===== src/rtl/route_fifo_pkg.sv =====
// Shared helpers for the routed FIFO: width functions, default widths and the
// count-update opcode.
package route_fifo_pkg;

  function automatic int clog2_min1(input int n);
    return (n <= 2) ? 1 : $clog2(n);
  endfunction

  function automatic int ptr_w_f(input int depth);
    return clog2_min1(depth);
  endfunction

  function automatic int cnt_w_f(input int depth);
    return $clog2(depth) + 1;
  endfunction

  localparam int DEF_DEPTH = 16;
  localparam int PTR_W     = ptr_w_f(DEF_DEPTH);
  localparam int CNT_W     = cnt_w_f(DEF_DEPTH);

  typedef enum logic [1:0] {
    OP_IDLE = 2'b00,
    OP_WR   = 2'b01,
    OP_RD   = 2'b10,
    OP_RW   = 2'b11
  } fifo_op_e;

endpackage


===== src/rtl/sync_fifo_core.sv =====
// Storage, pointers and occupancy count of the routed FIFO; reports which
// requests were accepted this cycle.
module sync_fifo_core
  import route_fifo_pkg::*;
#(
  parameter int DATA_W = 4,
  parameter int DEPTH  = 16
) (
  input  logic                       clk_i,
  input  logic                       rst_i,
  input  logic                       flush_i,
  input  logic                       wr_req_i,
  input  logic [DATA_W-1:0]          wr_data_i,
  input  logic                       rd_req_i,
  output logic                       wr_acc_o,
  output logic                       rd_acc_o,
  output logic [DATA_W-1:0]          head_o,
  output logic [cnt_w_f(DEPTH)-1:0]  count_o
);

  localparam int PW = ptr_w_f(DEPTH);
  localparam int CW = cnt_w_f(DEPTH);

  logic [DATA_W-1:0] mem_q [DEPTH];
  logic [PW-1:0]     wr_ptr_q, rd_ptr_q;
  logic [CW-1:0]     count_q, count_d;
  logic              empty, full;
  fifo_op_e          op;

  assign empty = (count_q == '0);
  assign full  = (count_q == CW'(DEPTH));

  // Read admission uses pre-edge occupancy; a full FIFO accepts a write only
  // when a read frees a slot in the same cycle.
  assign rd_acc_o = rd_req_i & ~empty & ~flush_i;
  assign wr_acc_o = wr_req_i & (~full | rd_acc_o) & ~flush_i;
  assign op       = fifo_op_e'({rd_acc_o, wr_acc_o});

  always_comb begin
    count_d = count_q;
    case (op)
      OP_WR:   count_d = count_q + CW'(1);
      OP_RD:   count_d = count_q - CW'(1);
      default: count_d = count_q;
    endcase
  end

  always_ff @(posedge clk_i) begin
    if (rst_i || flush_i) begin
      wr_ptr_q <= '0;
      rd_ptr_q <= '0;
      count_q  <= '0;
    end else begin
      if (wr_acc_o) wr_ptr_q <= wr_ptr_q + PW'(1);
      if (rd_acc_o) rd_ptr_q <= rd_ptr_q + PW'(1);
      count_q <= count_d;
    end
  end

  always_ff @(posedge clk_i) begin
    if (wr_acc_o) mem_q[wr_ptr_q] <= wr_data_i;
  end

  assign head_o  = mem_q[rd_ptr_q];
  assign count_o = count_q;

endmodule


===== src/rtl/route_fifo_param.sv =====
// Routed FIFO top: write-lane mux, registered read-lane demux, status decode
// and sticky overflow/underflow flags around sync_fifo_core.
module route_fifo_param
  import route_fifo_pkg::*;
#(
  parameter int DATA_W   = 4,
  parameter int DEPTH    = 16,
  parameter int N_IN     = 2,
  parameter int N_OUT    = 2,
  parameter int AF_LEVEL = 12
) (
  input  logic                          inClock,
  input  logic                          inReset,
  input  logic [N_IN*DATA_W-1:0]        inData,
  input  logic [clog2_min1(N_IN)-1:0]   inSelIn,
  input  logic                          inWriteEnable,
  input  logic                          inReadEnable,
  input  logic [clog2_min1(N_OUT)-1:0]  inSelOut,
  input  logic                          inFlush,
  input  logic                          inClearFlags,
  output logic [N_OUT*DATA_W-1:0]       outData,
  output logic [N_OUT-1:0]              outValid,
  output logic                          outEmpty,
  output logic                          outFull,
  output logic                          outAlmostFull,
  output logic [cnt_w_f(DEPTH)-1:0]     outCount,
  output logic                          outOverflow,
  output logic                          outUnderflow
);

  localparam int SIW = clog2_min1(N_IN);
  localparam int SOW = clog2_min1(N_OUT);
  localparam int CW  = cnt_w_f(DEPTH);

  logic                    sel_in_ok, sel_out_ok;
  logic [DATA_W-1:0]       wr_word, head;
  logic                    wr_acc, rd_acc;
  logic [CW-1:0]           count;
  logic [N_OUT*DATA_W-1:0] data_q, data_d;
  logic [N_OUT-1:0]        valid_q, valid_d;
  logic                    ovf_q, ovf_d, unf_q, unf_d;

  // Selects beyond the lane count (non-power-of-two configurations) are
  // withheld from the core so they surface as rejected requests.
  assign sel_in_ok  = (32'(inSelIn) < N_IN);
  assign sel_out_ok = (32'(inSelOut) < N_OUT);

  always_comb begin
    wr_word = '0;
    for (int i = 0; i < N_IN; i++) begin
      if (inSelIn == SIW'(i)) wr_word = inData[i*DATA_W +: DATA_W];
    end
  end

  sync_fifo_core #(
    .DATA_W (DATA_W),
    .DEPTH  (DEPTH)
  ) u_core (
    .clk_i     (inClock),
    .rst_i     (inReset),
    .flush_i   (inFlush),
    .wr_req_i  (inWriteEnable & sel_in_ok),
    .wr_data_i (wr_word),
    .rd_req_i  (inReadEnable & sel_out_ok),
    .wr_acc_o  (wr_acc),
    .rd_acc_o  (rd_acc),
    .head_o    (head),
    .count_o   (count)
  );

  always_comb begin
    data_d  = '0;
    valid_d = '0;
    if (rd_acc) begin
      for (int j = 0; j < N_OUT; j++) begin
        if (inSelOut == SOW'(j)) begin
          data_d[j*DATA_W +: DATA_W] = head;
          valid_d[j]                 = 1'b1;
        end
      end
    end
  end

  // A new rejection beats a simultaneous clear; flush neither sets nor clears.
  assign ovf_d = (~inFlush & inWriteEnable & ~wr_acc) | (ovf_q & ~inClearFlags);
  assign unf_d = (~inFlush & inReadEnable & ~rd_acc) | (unf_q & ~inClearFlags);

  always_ff @(posedge inClock) begin
    if (inReset) begin
      data_q  <= '0;
      valid_q <= '0;
      ovf_q   <= 1'b0;
      unf_q   <= 1'b0;
    end else begin
      data_q  <= data_d;
      valid_q <= valid_d;
      ovf_q   <= ovf_d;
      unf_q   <= unf_d;
    end
  end

  assign outData       = data_q;
  assign outValid      = valid_q;
  assign outOverflow   = ovf_q;
  assign outUnderflow  = unf_q;
  assign outCount      = count;
  assign outEmpty      = (count == '0);
  assign outFull       = (count == CW'(DEPTH));
  assign outAlmostFull = (count >= CW'(AF_LEVEL));

endmodule


===== config.mk =====
export PLATFORM = sky130hd
export DESIGN_NAME = route_fifo_param
export DESIGN_NICKNAME = d
export VERILOG_FILES = /design/src/rtl/route_fifo_pkg.sv /design/src/rtl/sync_fifo_core.sv /design/src/rtl/route_fifo_param.sv
export SDC_FILE = /design/constraint.sdc
export NUM_CORES = 1
export LEC_CHECK = 0
export ABC_CLOCK_PERIOD_IN_PS = 8600
export CAP_MARGIN = 20
export CORE_ASPECT_RATIO = 1.25
export CORE_MARGIN = 2
export CORE_UTILIZATION = 30
export CTS_BUF_LIST = sky130_fd_sc_hd__clkbuf_8 sky130_fd_sc_hd__clkbuf_16
export DETAILED_ROUTE_END_ITERATION = 10
export GPL_TIMING_DRIVEN = 0
export PLACE_DENSITY = 0.55
export RECOVER_POWER = 100
export SLEW_MARGIN = 30
export SYNTH_ARGS = -nofsm -noshare
export SYNTH_HDL_FRONTEND = slang
export SYNTH_SLANG_ARGS = --single-unit

===== constraint.sdc =====
create_clock -name inClock -period 8.6 [get_ports inClock]
set_input_delay 2.15 -clock inClock [delete_from_list [all_inputs] [get_ports inClock]]
set_output_delay 2.15 -clock inClock [all_outputs]
set_load 0.005 [all_outputs]

### Routing congestion

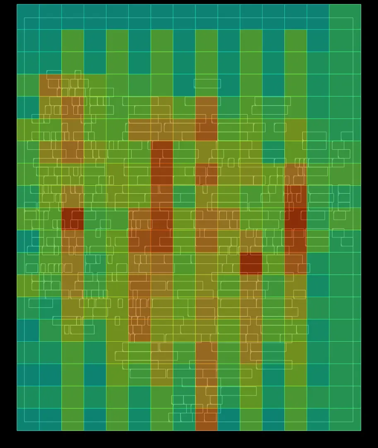
met2 usage: 20.9%
met3 Use GR: 2.57%

### Wiring heat map

Bar = 20 um. The die is cut into 21 by 26 equal tiles; dark blue is low, red is high, scaled to the fullest tile. Values are wire area over tile area, all layers added.
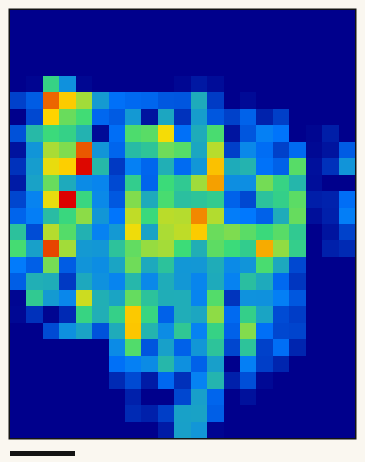
fullest tile: 0.41
densest ninth of the die: middle
emptiest ninth of the die: top right
tiles over half the peak: 12%
nearly empty tiles: 41%

==> reports/results.txt <==
Status - finished, final reports clean
Starting DRT DRC Count - 75
Drt drc - 0
RSZ-0062 raised after global routing - false
GRT Overall Usage - 12.0%
Buffers added on ports - 35
Instance area after placement - 0.00449 mm^2
FF-to-FF End - u_core.count_o[4]
Cell count listed in synth_stat.txt - 290
FMAX - 198 MHz
Final setup margin - 3.56 ns
Skew final - 0.00794 ns
Worst Setup EP - u_core.count_o[4]
Max-slew violations - 0
CP Data Arrival Time - 5.26 ns
Drt via density - 4.62
Post-synth EDFFs - 64
Initial antenna violation count - 0
Vias - 2,352
Standby leakage power - 1.67 nW
Number of gates resized after cts - 0
Die Ht - 132 um
Reg2reg start - u_core.count_o[1]
Met3 WL post-DR - 255 um
Layout Utilization - 37.8%
Worst-path fanout max - 8
Synth Instances - 290
CTS tree - done
Syn Std Cell Area - 0.00393 mm^2
Largest net degree at the start of global routing - 17
Hold WC Path Type - reg -> reg
Clock network power share - 45.8%
Critical path depth - 11
Minimum clock period - 5.04 ns
Largest type area fraction - 48.9%
Post-Syn Nets - 314
Detailed-router iteration count before antenna repair - 4
Synthesized registers - 93
Worst-path cell chain - dlygate4sd3_1, nand2b_1, a31oi_1, inv_1, ha_1, xor2_1, ha_1, or3_1, nor3_1, or3_1, nand3_1
Die width - 106 um
DP HPWL - 5700 um
I/O pins - 36
Inserted Diodes - 0
Worst VDD drop - 0.0837 mV
Top cells excl fill/tap - edfxtp_1, nor2_1, dfxtp_1
Overall power - 955 uW
Max stage delay on crit path - 0.60 ns
Ys async rst share - 0%
FILL cells - 1,211
Top cell excl fill/tap - edfxtp_1
First-pass GRT wire length - 12,800 um
WP buf/inv - 2
Distinct lib cells used - 44
Met1 WL - 3450 um
CTS Hold Bufs - 0
[sequential cells by signal, summed over array words and instances, names as in the netlist, named ones only]
name	count
u_core.count_o	5
u_core.rd_ptr_q	4
u_core.mem_q	64
outData	8
u_core.wr_ptr_q	4
outUnderflow	1
outValid	2
outOverflow	1
[cells by family (layout without fill, tap and decap cells)]
group / Yosys count / count (layout) / share of synthesized area (%)
AOI/OAI and AO/OA: 34 / 34 / 6.90
xor gates and xnor gates: 7 / 7 / 1.56
adders and majority gates: 8 / 8 / 2.55
buffers and inverters: 26 / 77 / 3.12
DFF: 93 / 93 / 63.6
muxes: 33 / 33 / 11.1
and+or+nand+nor: 89 / 89 / 11.1
[power groups by stage]
stage               Clock (mW)  Combinational [mW]  Sequential [mW]
global placement             0              0.0350            0.493
global route             0.469              0.0373            0.484
detailed placement           0              0.0355            0.494
finish                   0.438              0.0335            0.484
CTS                      0.445              0.0356            0.484
floorplan                    0              0.0187            0.493
[layout make-up]
type	count	share of cell area, %
buffer	14	1.61
clock buffer	10	5.20
clock inverter	6	1.87
inverter	12	0.936
multi-input combinational	171	26.7
sequential	93	52.0
tap	168	4.37
timing repair buffer	35	7.28
[cells in the mapped netlist, types with 6 or more instances]
library cell / instances
clkbuf_1: 7
dfxtp_1: 29
edfxtp_1: 64
ha_1: 8
inv_1: 10
mux2_2: 6
mux2i_1: 19
mux4_2: 8
nand2_1: 17
nand3_1: 7
nor2_1: 29
nor2b_1: 10
nor3_1: 7
[metrics by stage]
stage          cells  hold slack (ns)
2_1_floorplan    290            0.459
3_3_place_gp     493            0.478
3_5_place_dp     493            0.491
4_1_cts          509            0.505
5_1_grt          509            0.558
6_report         509            0.504
Power and IR drop assume default switching activity.
